Fig. 1: cells coloured by class
Drawn at 6 px/um.
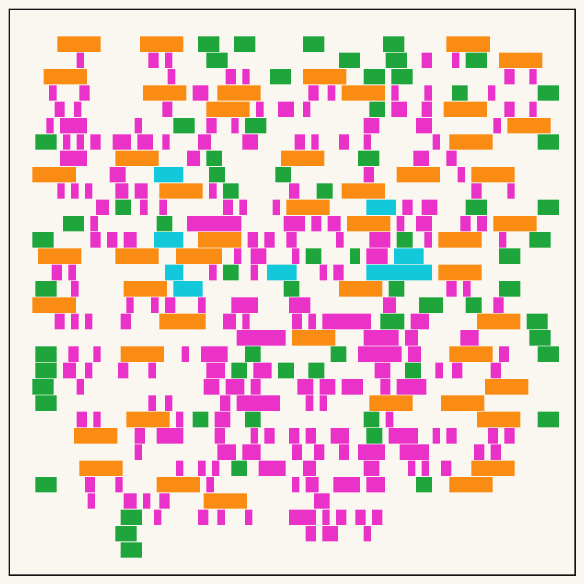
Fig. 2: I/O pins on the die edge
Drawn at 4 px/um. Pins as bars across the die edge, other pins in grey.
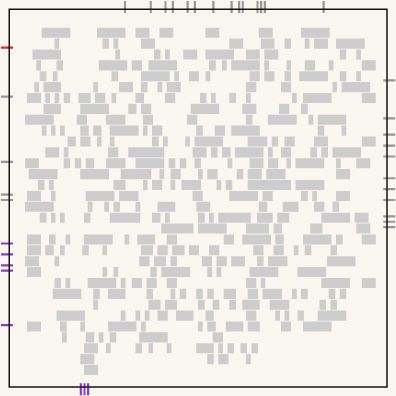
Fig. 3: the clock network
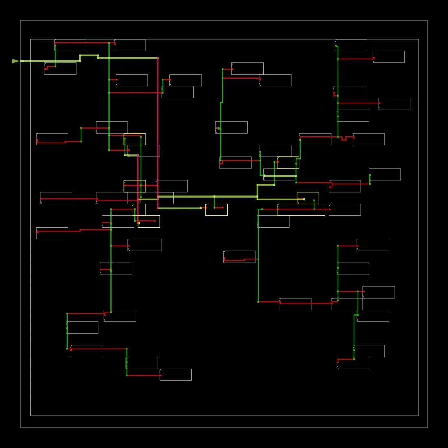
==> config.mk <==
export PLATFORM = sky130hd
export DESIGN_NAME = udiv_seq_flat
export DESIGN_NICKNAME = d
export VERILOG_FILES = /design/src/rtl/udiv_seq_if.sv /design/src/rtl/udiv_seq.sv /design/src/flat_wrapper.sv
export SDC_FILE = /design/constraint.sdc
export NUM_CORES = 1
export LEC_CHECK = 0
export CAP_MARGIN = 10
export CELL_PAD_IN_SITES_DETAIL_PLACEMENT = 1
export CELL_PAD_IN_SITES_GLOBAL_PLACEMENT = 2
export CORE_MARGIN = 2
export CORE_UTILIZATION = 28
export DETAILED_ROUTE_END_ITERATION = 10
export PLACE_DENSITY_LB_ADDON = 0.1
export SLEW_MARGIN = 20
export SYNTH_ARGS = -nofsm -noshare
export SYNTH_HDL_FRONTEND = slang
export SYNTH_SLANG_ARGS = --single-unit
==> constraint.sdc <==
create_clock -name CLK -period 2.2 [get_ports CLK]
set_input_delay 0.33 -clock CLK [delete_from_list [all_inputs] [get_ports CLK]]
set_output_delay 0.33 -clock CLK [all_outputs]
set_load 0.005 [all_outputs]
==> results.yml <==
# yosys + openroad results
outcome:
  outcome: "complete, but fails checks"
  violations: "setup timing"
final_layout:
  final-nonclk-buf-share_pct: 19.2
  ff_count: 48
  inv_count: 15
  comb_share_pct: 40.2
  n_all_buffers: 67
  lay_top_count: "nand2_1"
  drive_gt1_share_pct: 16.3
  mostFrequentLayoutCells: "57 x nand2_1, 46 x dfxtp_1, 37 x a21oi_1, 37 x clkdlybuf4s50_1, 27 x buf_4"
timing:
  fmax_mhz: 427
  rsz0062_at_grt: "true"
  fin_ws_ps: -142
  setup_violations: 17
  hold_ws_ps: 455
  finalHoldViolCount: 0
logic_synthesis:
  topCellsByArea: "dfxtp_1 42%, nand2_1 9.4%, a21oi_1 8.4%"
  simple_gate_share_pct: 18.0
  largest_area_cell: "dfxtp_1"
  edf_count: 0
  synth_cell_types: 44
  synthesis.nets: 312
  synth.logic.top_family: "AND-OR/OR-AND gates"
  synthFlopType: "dfxtp_1"
  top_cells_by_count: "57 x nand2_1, 48 x dfxtp_1, 38 x a21oi_1"
  synth.avg_cell_area_um2: 8.06
  async_reset_ff_share_pct: 0
  synthAoiAreaFrac_pct: 24.0
  yosysMostFrequentCell: "nand2_1"
grt:
  antenna_found_initial: 0
  busiest_layer: "met2"
  grt_first_pass_wirelength_mm: 11.0
  grt_pass1_vias: 2184
  grt_usage_pct: 15.8
  grtUsageMet2_pct: 25.3
  overflow: 0
  met3_usage_pct: 3.05
run:
  openroad.warnings: 30
  cap_violations: 0
route:
  drt_iter0_markers: 65
  drt-met1-wl_mm: 3.20
  topRoutingLayerUsed: "met4"
  wl_met3_um: 247
  wl_met2_mm: 2.93
power_and_ir_drop:
  power_density_nw_per_um2: 696
  vdd_drop_max_uv: 308
  switchingPower_mw: 0.624
  pg_comb_mw: 0.552
  p_comb_share_pct: 25.3
  p_seq_mw: 0.938
  p_total_mw: 2.18
min_path:
  whs_path_depth: 2
clock_network:
  cts_tree: "done"
  root_buffer: "clkbuf_8"
  numCtsBuffers: 5
worst_setup_path:
  r2r.worst_path.cells: 12
  path_max_fanout: 5
  r2r_slack_ps: -140
  crit_type: "flip-flop to flip-flop"
  crit_path_end_kind: "flip-flop"
  required_ps: 2390
  arrival_ps: 2530
floorplan:
  num_io_pins: 38
placement:
  place_congestion: 0.761
Notes on Fig. 1 above:
all other logic: marked magenta, cells 220, share of their area 44%. clock drivers and dummy loads: marked cyan, cells 8, share of their area 4.0%. flops: marked orange, cells 48, share of their area 32%. other buffers and delay cells: marked green, cells 67, share of their area 20%.
Seq/total area: 30.8%
num rows: 32
core area: 7810 um^2
Design Area, Final: 3130 um^2

Notes on Fig. 2 above:
CLK: marked red, pins 1, direction input, edge left. bus_I1: marked purple, pins 8, direction input, edge 5 left, 3 bottom.
All pins by edge: 14 top, 11 right, 10 left, 3 bottom.
Die X: 94.1 um
PortBufs: 37
Die Y: 94.1 um

Notes on Fig. 3 above:
clock buffers: 6
Clock Power: 0.686 mW
Sink Count: 48
final clock skew: 9.73 ps
Latency at later pin: 310 ps

[metrics by stage]
| step | instances | setup WS [ps] |
|---|---|---|
| detailed placement | 434 | -183 |
| floorplan | 282 | -49.0 |
| global placement | 434 | -91.7 |
| finish | 445 | -142 |
| CTS | 444 | -116 |
| global route | 445 | -270 |
[worst max-delay path, stage by stage, from the launching register on]
cell	delay, ps
dfxtp_2	330
inv_2	60
ha_4	130
inv_2	30
fa_2	360
a211oi_4	250
nor3_2	90
o21a_1	220
a211oi_4	220
buf_4	180
buf_6	120
mux2i_1	170
o21ai_1	60
[repair_timing]
item                                    CTS  global route
setup buffers                             1             1
endpoints found under the setup margin   16            18
endpoints found under the hold margin     0             0
gates cloned                              1             0
pin swaps                                 0             1
gates resized                             9             4
hold buffers                              0             0
Power figures rest on the tool's default switching activity, not on a simulated workload.
